--- config.mk ---
export PLATFORM = sky130hd
export DESIGN_NAME = vec_mac_accum
export DESIGN_NICKNAME = d
export VERILOG_FILES = /design/src/rtl/vec_mac_accum.sv
export SDC_FILE = /design/constraint.sdc
export NUM_CORES = 2
export LEC_CHECK = 0
export CAP_MARGIN = 20
export CORE_AREA = 2 2 395 397
export CTS_CLUSTER_DIAMETER = 100
export DETAILED_ROUTE_END_ITERATION = 16
export DIE_AREA = 0 0 397 399
export HOLD_SLACK_MARGIN = 0.12
export SKIP_LAST_GASP = 1
export SYNTH_ARGS = -nofsm -noshare
export SYNTH_HDL_FRONTEND = slang
export SYNTH_SLANG_ARGS = --single-unit
--- constraint.sdc ---
create_clock -name clk -period 8.9 [get_ports clk]
set_clock_uncertainty 0.2 [all_clocks]
set_input_delay 2.225 -clock clk [delete_from_list [all_inputs] [get_ports clk]]
set_output_delay 2.225 -clock clk [all_outputs]
set_load 0.1 [all_outputs]
--- src/rtl/vec_mac_accum.sv ---
// vec_mac_accum: 4-lane unsigned dot-product accumulator.
// It runs a three-stage pipeline (multiply, lane-sum, accumulate) and sums
// NUM_VEC accepted beats into one result. The result is then presented on a
// valid/ready output handshake.
// Optional feature: define VEC_MAC_SATURATE_EN to make the accumulator clamp
// at 2^ACC_W-1 on overflow. The default build wraps modulo 2^ACC_W instead.
module vec_mac_accum #(
  parameter int LANE_W  = 16,
  parameter int NUM_VEC = 16,
  parameter int ACC_W   = 40
) (
  input  logic                  clk,
  input  logic                  resetn,
  input  logic                  in_valid,
  output logic                  in_ready,
  input  logic [4*LANE_W-1:0]   a_in,
  input  logic [4*LANE_W-1:0]   b_in,
  output logic                  out_valid,
  input  logic                  out_ready,
  output logic [ACC_W-1:0]      acc_out,
  output logic                  overflow,
  output logic                  busy
);

  localparam int PROD_W = 2 * LANE_W;
  localparam int SUM_W  = 2 * LANE_W + 2;
  localparam int CNT_W  = $clog2(NUM_VEC + 1);

  typedef enum logic [1:0] {
    ACCUM = 2'd0,
    DRAIN = 2'd1,
    HOLD  = 2'd2
  } state_t;

  state_t                state_q;
  logic [CNT_W-1:0]      cnt_q;
  logic [ACC_W-1:0]      acc_q;
  logic                  ovf_q;
  logic                  out_valid_q;

  logic [PROD_W-1:0]     prod_q [4];
  logic                  s1_valid_q;
  logic                  s1_last_q;
  logic [SUM_W-1:0]      sum_q;
  logic                  s2_valid_q;
  logic                  s2_last_q;

  logic                  accept;
  logic                  last_accept;
  logic [ACC_W:0]        add_d;
  logic [ACC_W-1:0]      acc_d;
  logic                  ovf_d;

  assign in_ready    = (state_q == ACCUM);
  assign accept      = in_valid & in_ready;
  assign last_accept = accept & (cnt_q == CNT_W'(NUM_VEC - 1));

  assign out_valid = out_valid_q;
  assign acc_out   = acc_q;
  assign overflow  = ovf_q;
  assign busy      = (state_q != ACCUM) | s1_valid_q | s2_valid_q;

  // Stage-3 adder: the extra top bit is the carry-out that signals overflow.
  always_comb begin
    add_d = {1'b0, acc_q} + (ACC_W + 1)'(sum_q);
    ovf_d = ovf_q | add_d[ACC_W];
`ifdef VEC_MAC_SATURATE_EN
    // Once saturated, the accumulator stays pinned for the rest of the result.
    acc_d = ovf_d ? {ACC_W{1'b1}} : add_d[ACC_W-1:0];
`else
    acc_d = add_d[ACC_W-1:0];
`endif
  end

  // Stages 1 and 2: lane products are captured on accept, then the lane sum.
  always_ff @(posedge clk or negedge resetn) begin
    if (!resetn) begin
      for (int k = 0; k < 4; k++) prod_q[k] <= '0;
      s1_valid_q <= 1'b0;
      s1_last_q  <= 1'b0;
      sum_q      <= '0;
      s2_valid_q <= 1'b0;
      s2_last_q  <= 1'b0;
    end else begin
      s1_valid_q <= accept;
      s1_last_q  <= last_accept;
      if (accept) begin
        for (int k = 0; k < 4; k++)
          prod_q[k] <= a_in[k*LANE_W +: LANE_W] * b_in[k*LANE_W +: LANE_W];
      end
      s2_valid_q <= s1_valid_q;
      s2_last_q  <= s1_last_q;
      if (s1_valid_q)
        sum_q <= SUM_W'(prod_q[0]) + SUM_W'(prod_q[1]) +
                 SUM_W'(prod_q[2]) + SUM_W'(prod_q[3]);
    end
  end

  // Control FSM: beat counting, accumulation, and the result handshake.
  always_ff @(posedge clk or negedge resetn) begin
    if (!resetn) begin
      state_q     <= ACCUM;
      cnt_q       <= '0;
      acc_q       <= '0;
      ovf_q       <= 1'b0;
      out_valid_q <= 1'b0;
    end else begin
      if (s2_valid_q) begin
        acc_q <= acc_d;
        ovf_q <= ovf_d;
      end
      case (state_q)
        ACCUM: begin
          if (accept) cnt_q <= cnt_q + 1'b1;
          if (last_accept) state_q <= DRAIN;
        end
        DRAIN: begin
          if (s2_valid_q && s2_last_q) begin
            state_q     <= HOLD;
            out_valid_q <= 1'b1;
          end
        end
        HOLD: begin
          if (out_ready) begin
            acc_q       <= '0;
            ovf_q       <= 1'b0;
            cnt_q       <= '0;
            out_valid_q <= 1'b0;
            state_q     <= ACCUM;
          end
        end
        default: state_q <= ACCUM;
      endcase
    end
  end

endmodule

==> impl_metrics.ini <==
; implementation run metrics
[detailed_routing]
drt_pass1_iterations = 5
drc = 0
first_iter_violations = 1787
top_layer = met5
met3_length_mm = 4.75
via_per_inst = 4.71
antenna_left = 0
wl_met2_mm = 59.1
drt-met1-wl_mm = 53.2

[final_timing]
worstMarginPinSlew_ns = 1.06
finalCritPeriodShare = 0.948
hold_violations = 0
rsz0062_at_grt = false
slew_viol_final = 0
setup_viol = 0
max-slew-margin-rel = 0.293
finalCriticalPeriod_ns = 8.44

[die]
n_tap_cell = 2044
core.rowCount = 144
ios = 176
dieWidth_um = 397
core-area_mm2 = 0.154
die_h_um = 399
initial_core_util = 0.300

[layout]
comb_share = 0.700
nets = 6781
finalNonFillerCells = 7383
num-nonclk-inverters = 944
regArea_mm2 = 0.00538
buffers = 386
lay_top_count = inv_1
syn_to_final_growth_pct = 13.0
most-common-layout-cells = 942 x inv_1, 841 x fa_1, 804 x nand2_1
finish.utilization = 0.339
comb_area_mm2 = 0.0364
top_area_cell_class = multi-input combinational cells
design_area_mm2 = 0.0520
nFillCells = 15800
diodes = 0
multi_input_comb_cells = 3753
clock_buffers = 37
bufAreaShareNonClock = 0.0645
seq_cells = 215

[run]
drv_cap = 0
warnings = 26

[clocking]
cts-htree-levels = 1
clkLatencyLatePin_ns = 0.55
cts.reportedPaths.clkPinSlew_ns = 0.06
cts.sinks = 215
cts_buffers = 23
post-cts-setup-buffers = 0
clockRootBuffer = clkbuf_16
hold_buffers = 0
cts_resized = 0
cts_tree = built
clockBufferDepth = 3

[worst_setup_path]
path_buffers = 4
start_kind = primary input
crit_chain = clkdlybuf4s50_1 -> nand2_1 -> fa_1 -> fa_1 -> fa_1 -> fa_1 -> inv_1 -> fa_1 -> inv_1 -> fa_1 -> inv_1 -> ha_1 -> nand2_1 -> o211ai_1 -> a311oi_1 -> o21a_1 -> o211ai_1 -> nand2_1 -> o31ai_2 -> a21oi_1 -> or4b_1 -> nand3_1
slowest_stage = clkdlybuf4s50_1
endpoint_kind = flip-flop
cpPeakStageDelay_ns = 0.71
arrival_ns = 8.72
worst-path-max-fanout = 5
timing_worst_setup_path_type = primary input to flip-flop
crit_cells = 22
required_ns = 9.18
r2r_cells = 14
crit_top_cell = fa_1
critical_path.top_delay_family = adder cells

[grt]
met1_usage = 0.206
grt_pass1_wl_mm = 199
grt_pass1_vias = 37100
grt_max_degree = 96
antenna_found_initial = 1
grt_usage = 0.155
busiest_layer = met2

[placement]
post-place-cells = 7342
io_buffers = 175
post_dp_cell_area_mm2 = 0.0513
dp_hpwl_mm = 104

[hold_path]
hold_class = flip-flop to flip-flop
hold_depth = 0

[synthesis]
topCellsByArea = fa_1 37%, ha_1 13%, dfrtp_1 12%
postSynthSeqShare = 0.117
synthArstFlopShare = 1.00
yosysWarnings = 0
yosysTopAreaCell = fa_1
fp_nets = 6558
yosys_area_mm2 = 0.0460
ys_cells = 5100
yosysUniqueCellTypes = 83
ys_seq_elements = 215
top_area_frac = 0.366
syn_inst = 5100
avgSynthCellArea_um2 = 9.03
synthTopCellsByCount = 942 x inv_1, 841 x fa_1, 805 x nand2_1
most_common_cell = inv_1
edf_count = 0
syn_area_mm2 = 0.0460
synthFlopType = dfrtp_1

[outcome]
status = finished, final reports clean
worst paths after layout:
kind / startpoint / slack, ns / to
hold reg to reg: s1_last_q$_DFF_PN0_ / 0.15 / s2_last_q$_DFF_PN0_
setup reg to reg: prod_q[65]$_DFFE_PN0P_ / 4.42 / sum_q[31]$_DFFE_PN0P_
max in group asynchronous: resetn / 5.59 / s2_valid_q$_DFF_PN0_
hold / removal: s1_last_q$_DFF_PN0_ / 0.15 / s2_last_q$_DFF_PN0_
setup / recovery: b_in[3] / 0.46 / prod_q[124]$_DFFE_PN0P_
min in group asynchronous: resetn / 1.47 / cnt_q[0]$_DFFE_PN0P_
flip-flops by register name, summed over array words and instances (netlist names):
name / cells
s1_valid_q: 1
sum_q: 34
cnt_q: 5
overflow: 1
s2_valid_q: 1
s1_last_q: 1
acc_out: 40
out_valid: 1
state_q: 2
prod_q: 128
s2_last_q: 1
logic make-up after synthesis:
kind of cell,share of synthesized area
AND/OR/NAND/NOR,0.160
adder cells (fa/ha/maj),0.497
buffers and inverters,0.0923
AND-OR/OR-AND,0.0905
flip-flops,0.117
XOR/XNOR,0.0318
multiplexers,0.0107
stage by stage:
stage	hold WS [ns]	setup WS [ns]	setup TNS (ns)
floorplan	0.131	0.737	0
global placement	0.136	-0.0793	-0.119
detailed placement	0.136	-0.0741	-0.285
CTS	0.149	0.459	0
global route	0.171	0.139	0
finish	0.149	0.460	0
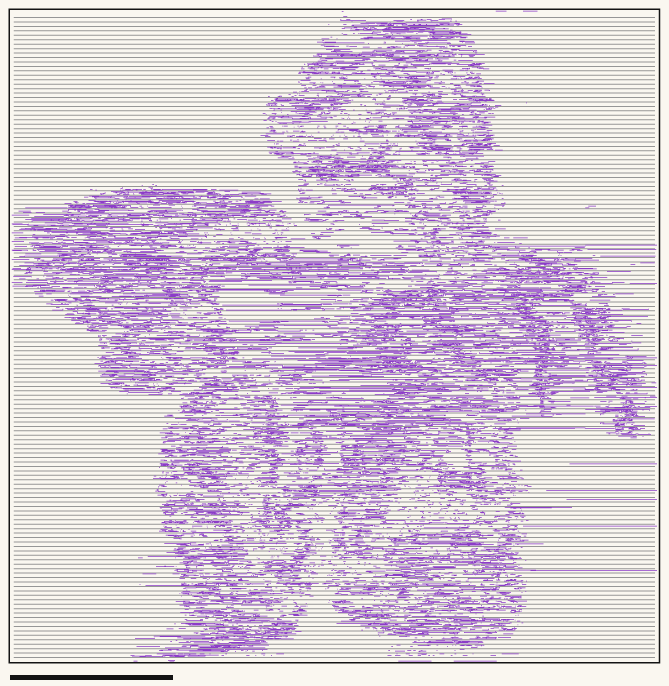
**Above:** M1 wires.
Scale bar: 100 µm. Supply wires on this layer in gray.
- longest straight run: 81.9 µm
- main direction: horizontal
- share of all routed wire: 44%
- wire length on this layer: 53.2 mm
- nets with wire on the layer: 6214

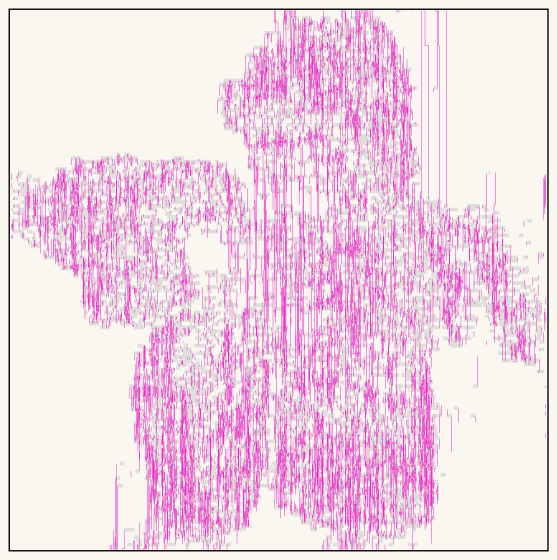
**Above:** signal wires on met2.
Cells faint in the background.
- longest straight run: 144 µm
- main direction: vertical

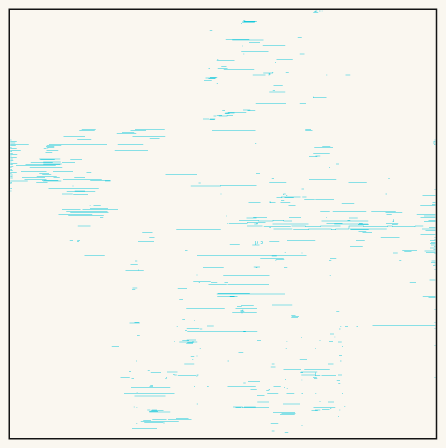
**Above:** M3 wires.
- share of all routed wire: 3.9%
- main direction: horizontal
via count: 34700
met3 usage: 0.0135
DRT Wirelength: 121 mm

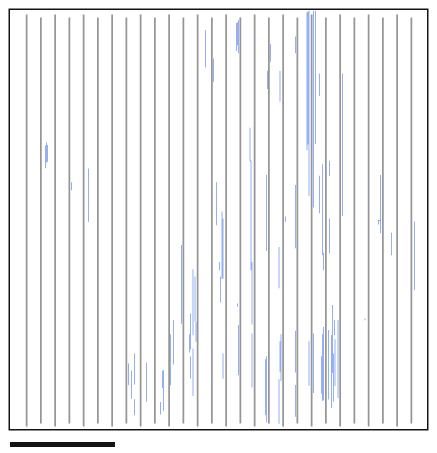
**Above:** M4 wires.
Scale bar: 100 µm. Supply wires on this layer in gray.
- wire length on this layer: 3800 µm
- main direction: vertical
- longest straight run: 187 µm
- share of all routed wire: 3.1%

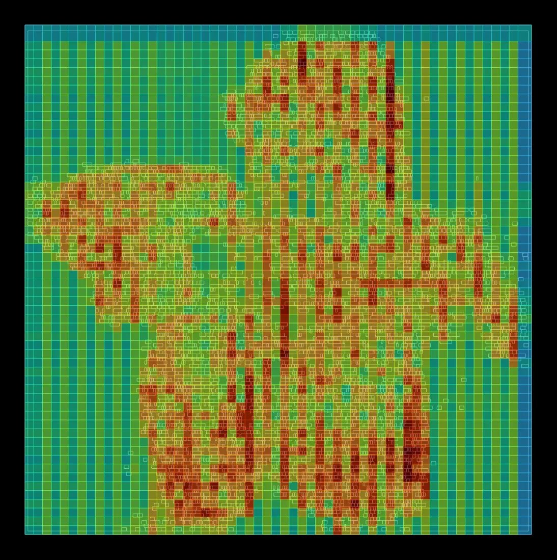
**Above:** congestion heat map.
drt wl/cell: 16.4 µm
M2 GR Usage: 0.270

